==> config.mk <==
export PLATFORM = sky130hd
export DESIGN_NAME = return_addr_stack
export DESIGN_NICKNAME = d
export VERILOG_FILES = /design/src/rtl/return_addr_stack.sv
export SDC_FILE = /design/constraint.sdc
export NUM_CORES = 1
export LEC_CHECK = 0
export CAP_MARGIN = 20
export CORE_MARGIN = 3
export CORE_UTILIZATION = 40
export CTS_CLUSTER_SIZE = 8
export DETAILED_ROUTE_END_ITERATION = 8
export PLACE_DENSITY_LB_ADDON = 0.1
export REMOVE_ABC_BUFFERS = 1
export SYNTH_ARGS = -nofsm -noshare
export SYNTH_HDL_FRONTEND = slang
export SYNTH_SLANG_ARGS = --single-unit
==> constraint.sdc <==
create_clock -name clk -period 5.1 [get_ports clk]
set_clock_uncertainty 0.15 [all_clocks]
set_input_delay 0.765 -clock clk [delete_from_list [all_inputs] [get_ports clk]]
set_output_delay 0.765 -clock clk [all_outputs]
set_load 0.02 [all_outputs]
==> src/rtl/return_addr_stack.sv <==
// return_addr_stack: return-address stack for the 5-stage MIPS front end.
// Records link addresses on jal, predicts the jr target one cycle after the
// pop, and checks the EX-resolved jr target against that prediction, raising
// a one-cycle mispredict/redirect to the PC mux.
//
// Ports:
//   clk, rst          clock, synchronous active-high reset
//   stall             ID stalled; push/pop ignored this cycle
//   flush             drop pending prediction and suppress any resolve
//   push_valid/pc     jal decoded in ID, PC of the jal
//   pop_valid         jr decoded in ID
//   resolve_valid/addr  jr in EX with its actual target
//   pred_valid/addr   registered prediction
//   mispredict        one-cycle redirect pulse, target on redirect_addr
//   count             live entries, 0..DEPTH
//
// Optional feature macro: RAS_STATS_EN adds 16-bit saturating counters
// stat_hits, stat_miss and stat_ovf.
module return_addr_stack #(
  parameter int unsigned DEPTH    = 8,
  parameter int unsigned PTR_W    = 3,
  parameter int unsigned LINK_OFS = 4
) (
  input  logic             clk,
  input  logic             rst,
  input  logic             stall,
  input  logic             flush,
  input  logic             push_valid,
  input  logic [31:0]      push_pc,
  input  logic             pop_valid,
  input  logic             resolve_valid,
  input  logic [31:0]      resolve_addr,
  output logic             pred_valid,
  output logic [31:0]      pred_addr,
  output logic             mispredict,
  output logic [31:0]      redirect_addr,
  output logic [PTR_W:0]   count
`ifdef RAS_STATS_EN
  ,
  output logic [15:0]      stat_hits,
  output logic [15:0]      stat_miss,
  output logic [15:0]      stat_ovf
`endif
);

  localparam logic [PTR_W:0] FullCnt = (PTR_W + 1)'(DEPTH);

  logic [31:0]      stack_q [DEPTH];
  logic [PTR_W-1:0] top_q, top_d;
  logic [PTR_W:0]   count_q, count_d;
  logic             pred_valid_q, pred_valid_d;
  logic [31:0]      pred_addr_q, pred_addr_d;
  logic             pending_valid_q, pending_valid_d;
  logic [31:0]      pending_addr_q, pending_addr_d;
  logic             mispredict_q, mispredict_d;
  logic [31:0]      redirect_addr_q, redirect_addr_d;

  logic             wr_en;
  logic [PTR_W-1:0] wr_idx;
  logic [31:0]      link_addr;
  logic [31:0]      pred_next;
  logic             do_push, do_pop, empty, full, miss;

  always_comb begin
    do_push   = push_valid & ~stall;
    do_pop    = pop_valid & ~stall;
    empty     = (count_q == '0);
    full      = (count_q == FullCnt);
    link_addr = push_pc + 32'(LINK_OFS);
    pred_next = empty ? 32'h0 : stack_q[top_q];
    miss      = ~pending_valid_q | (pending_addr_q != resolve_addr);

    top_d           = top_q;
    count_d         = count_q;
    wr_en           = 1'b0;
    wr_idx          = top_q;
    pred_valid_d    = pred_valid_q;
    pred_addr_d     = pred_addr_q;
    pending_valid_d = pending_valid_q;
    pending_addr_d  = pending_addr_q;
    mispredict_d    = 1'b0;
    redirect_addr_d = redirect_addr_q;

    // Stack update and prediction.
    if (do_pop && do_push) begin
      // Replace the top in place; an empty stack gains its first entry.
      wr_en  = 1'b1;
      wr_idx = top_q;
      if (empty) count_d = count_q + 1'b1;
    end else if (do_pop) begin
      if (!empty) begin
        top_d   = top_q - 1'b1;
        count_d = count_q - 1'b1;
      end
    end else if (do_push) begin
      // When full, top+1 is the oldest entry and gets overwritten.
      wr_en  = 1'b1;
      wr_idx = top_q + 1'b1;
      top_d  = top_q + 1'b1;
      if (!full) count_d = count_q + 1'b1;
    end

    if (!stall) begin
      pred_valid_d = pop_valid & ~empty;
      if (pop_valid) pred_addr_d = pred_next;
    end

    // Resolution uses the old pending value before a same-cycle pop reloads it.
    if (resolve_valid) begin
      mispredict_d    = miss;
      pending_valid_d = 1'b0;
      if (miss) redirect_addr_d = resolve_addr;
    end

    if (do_pop) begin
      pending_valid_d = 1'b1;
      pending_addr_d  = pred_next;
    end

    if (flush) begin
      pending_valid_d = 1'b0;
      pred_valid_d    = 1'b0;
      pred_addr_d     = pred_addr_q;
      mispredict_d    = 1'b0;
      redirect_addr_d = redirect_addr_q;
    end
  end

  always_ff @(posedge clk) begin
    if (rst) begin
      top_q           <= '0;
      count_q         <= '0;
      pred_valid_q    <= 1'b0;
      pred_addr_q     <= '0;
      pending_valid_q <= 1'b0;
      pending_addr_q  <= '0;
      mispredict_q    <= 1'b0;
      redirect_addr_q <= '0;
    end else begin
      top_q           <= top_d;
      count_q         <= count_d;
      pred_valid_q    <= pred_valid_d;
      pred_addr_q     <= pred_addr_d;
      pending_valid_q <= pending_valid_d;
      pending_addr_q  <= pending_addr_d;
      mispredict_q    <= mispredict_d;
      redirect_addr_q <= redirect_addr_d;
    end
  end

  // Storage is not reset; entries beyond count are never read as valid.
  always_ff @(posedge clk) begin
    if (!rst && wr_en) stack_q[wr_idx] <= link_addr;
  end

  assign pred_valid    = pred_valid_q;
  assign pred_addr     = pred_addr_q;
  assign mispredict    = mispredict_q;
  assign redirect_addr = redirect_addr_q;
  assign count         = count_q;

`ifdef RAS_STATS_EN
  logic [15:0] stat_hits_q, stat_hits_d;
  logic [15:0] stat_miss_q, stat_miss_d;
  logic [15:0] stat_ovf_q, stat_ovf_d;

  always_comb begin
    stat_hits_d = stat_hits_q;
    stat_miss_d = stat_miss_q;
    stat_ovf_d  = stat_ovf_q;
    if (resolve_valid && !flush) begin
      if (miss) begin
        if (stat_miss_q != 16'hffff) stat_miss_d = stat_miss_q + 16'd1;
      end else begin
        if (stat_hits_q != 16'hffff) stat_hits_d = stat_hits_q + 16'd1;
      end
    end
    // Only a plain push while full overwrites an entry.
    if (do_push && !do_pop && full && stat_ovf_q != 16'hffff) stat_ovf_d = stat_ovf_q + 16'd1;
  end

  always_ff @(posedge clk) begin
    if (rst) begin
      stat_hits_q <= '0;
      stat_miss_q <= '0;
      stat_ovf_q  <= '0;
    end else begin
      stat_hits_q <= stat_hits_d;
      stat_miss_q <= stat_miss_d;
      stat_ovf_q  <= stat_ovf_d;
    end
  end

  assign stat_hits = stat_hits_q;
  assign stat_miss = stat_miss_q;
  assign stat_ovf  = stat_ovf_q;
`endif

endmodule

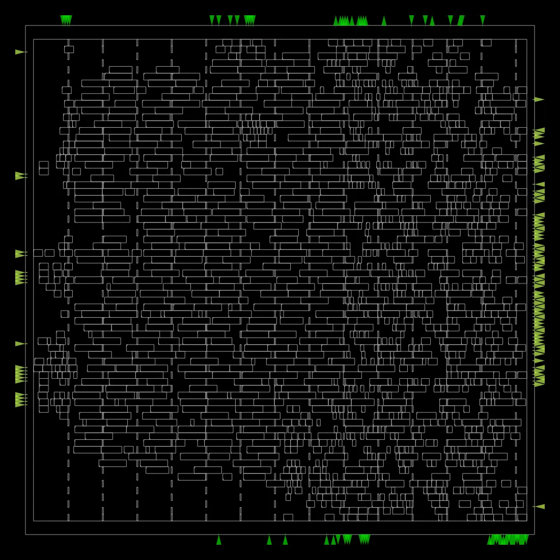
(placement view)
final cell count without fillers: 1850
number of well taps: 511
Seq area share: 51.7%

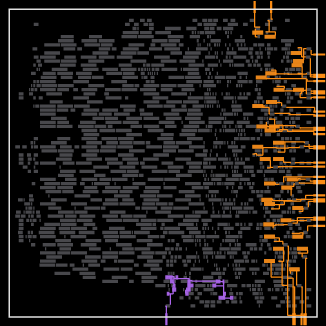
(wires at chosen ports, followed through buffers)
Scale: 1.5 px per um.
Key: purple = `pop_valid` [bits 1, direction input, edge south, end cells 17, buffers 1, wire 104 um]; orange = `redirect_addr` [bits 32, direction output, edge 25 east, 5 south, 2 north, end cells 32, buffers 32, wire 989 um]
number of buffers added on ports: 140
Top-Level Pins: 141

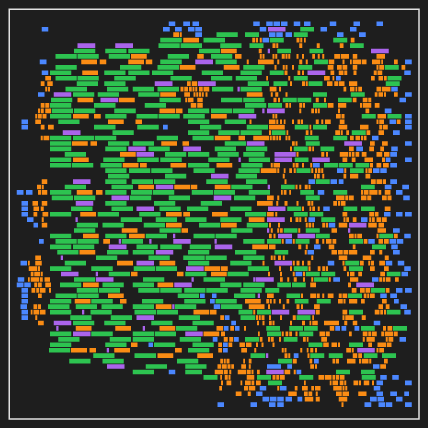
(placed cells, one colour a class)
Scale: 2 px per um.
Key: blue = other buffers and delay cells [cells 168, share of their area 8.8%]; orange = combinational and other logic [cells 729, share of their area 30%]; green = flops [cells 365, share of their area 54%]; purple = clock drivers and dummy loads [cells 77, share of their area 7.8%]
final design instance area without fill: 19100 um^2
final core utilization: 50.0%
Std-Cell Rows: 71

state kept, by name (all words and copies together), names as in the netlist, named ones only:
name             count
top_q                3
mispredict           1
stack_q            256
pred_valid           1
pred_addr           32
count                4
redirect_addr       32
pending_valid_q      1
pending_addr_q      32
cell type report:
| class | instances | area (um^2) |
|---|---|---|
| Clock inverter | 2 | 50.0 |
| Multi-Input combinational cell | 719 | 5480 |
| Sequential cell | 365 | 9880 |
| Clock buffer | 75 | 1390 |
| Fill cell | 3351 | 19100 |
| Tap cell | 511 | 639 |
| Inverter | 10 | 37.5 |
| Timing Repair Buffer | 168 | 1620 |
==> summary.txt <==
Implementation progress

Summed over the clock group, the power is ~3.0 mW. The horizontal extent of the die stands at 204 um. The highest attainable clock frequency stands at 0.345 GHz. The STA report counts the stages on the worst setup path as 8.

The portion of total power attributed to sequential cells stands at 47.0%. The met1 track utilization from global routing stands at 26.2%. The synthesized netlist has a Yosys-reported chip area of 15700 um^2. The count of buffering cells on the critical path with inverters included stands at 2.

The final setup violation count stands at 0. The switching part of the total stands at 22.9%. The via count of the first global-routing pass is 9787. According to the timing report, the critical path is launched from push_pc[2]. The simple-gate portion of the synthesized area stands at 11.3%. The number of warnings printed during yosys synthesis stands at 0. The height of the die stands at 204 um. Per the post-place timing report, worst setup slack is 1.60 ns.

Per the STA report, the cell with the highest stage delay on the worst path is sky130_fd_sc_hd__clkdlybuf4s50_1. The xor-xnor portion of the synthesized cell area stands at 3.79%. The tree built by TritonCTS fans out to 365 sinks. Looking at the cell usage after synthesis, the top flip-flop cell is sky130_fd_sc_hd__edfxtp_1. Yosys reports that the leading cell type by area covers 49.0% of the netlist area. Once the clock tree was built, the setup fixing pass inserted 0 buffers.

The report counts max-capacitance violations totalling 0. Per the detail_route log, the uppermost layer with routed signals is met4. In this run the worst path has a maximum fanout of 8. Following the worst setup path forward leads to its endpoint at stack_q[0][28]. The standby leakage power stands at 5.92 nW. On the worst path, the slowest cell contributes a delay of 0.55 ns. Counting flops with an async set or reset pin after synthesis yields a share of 0%. 0 antenna diodes ended up in the layout.

The worst setup path is captured at a flop. The net total in the final layout stands at 1392. The longest clock path from root to sink contains 3 buffers. The script logs the mean routed wire length per placed instance as about 20 um. The first-pass GRT wire length stands at ~58000 um.

The synthesized design contains 256 enable-type register cells. The arrival time of data at the worst endpoint is listed as a little over 3 ns. The average cell area after synthesis stands at 13.4 um^2. Global routing consumed, on the met2 layer, 27.8% of the routing resources. The flip-flop and latch count after synthesis stands at 365. After layout, the worst path uses 56.8% of the clock period. For this block, the routed nets add up to ~37000 um of wire. The tally of unique sky130hd cells used after synthesis stands at roughly 44.

The initial antenna violation count came to 0. The actual slew at the worst max-slew pin stands at 1.08 ns. The clock-pin slew on the worst setup and hold paths stands at roughly 0.050 ns.

The half-perimeter wire length after detailed placement stands at 22900 um. The number of levels the H-tree was split into stands at 2. The cell depth of the worst min-delay path stands at 2. The flow ran to the end, and the final reports show no timing, DRC or antenna violations.

In this run the power spent charging and discharging nets is 1.60 mW. The root buffer cell chosen for the clock tree is sky130_fd_sc_hd__clkbuf_16. The setup check on the worst reg-to-reg path leaves a slack of 2.36 ns.

Looking at hold timing, the worst path starts from pred_addr[30]. The number of detailed-route iterations in the first pass stands at 5. For this run, the detailed router reports a per-instance via density of 5.24.

In this run, post-CTS hold repair placed 0 buffers. After Yosys synthesis, full adders, half adders and majority gates account for 0.478% of the synthesized area. In this run the tools logged warnings totalling 30. The post-cts repair resize count stands at 0.

Among the non-sequential cells, multiplexers take the most area. The worst setup path is launched from a primary input.
Power and IR drop assume default switching activity.
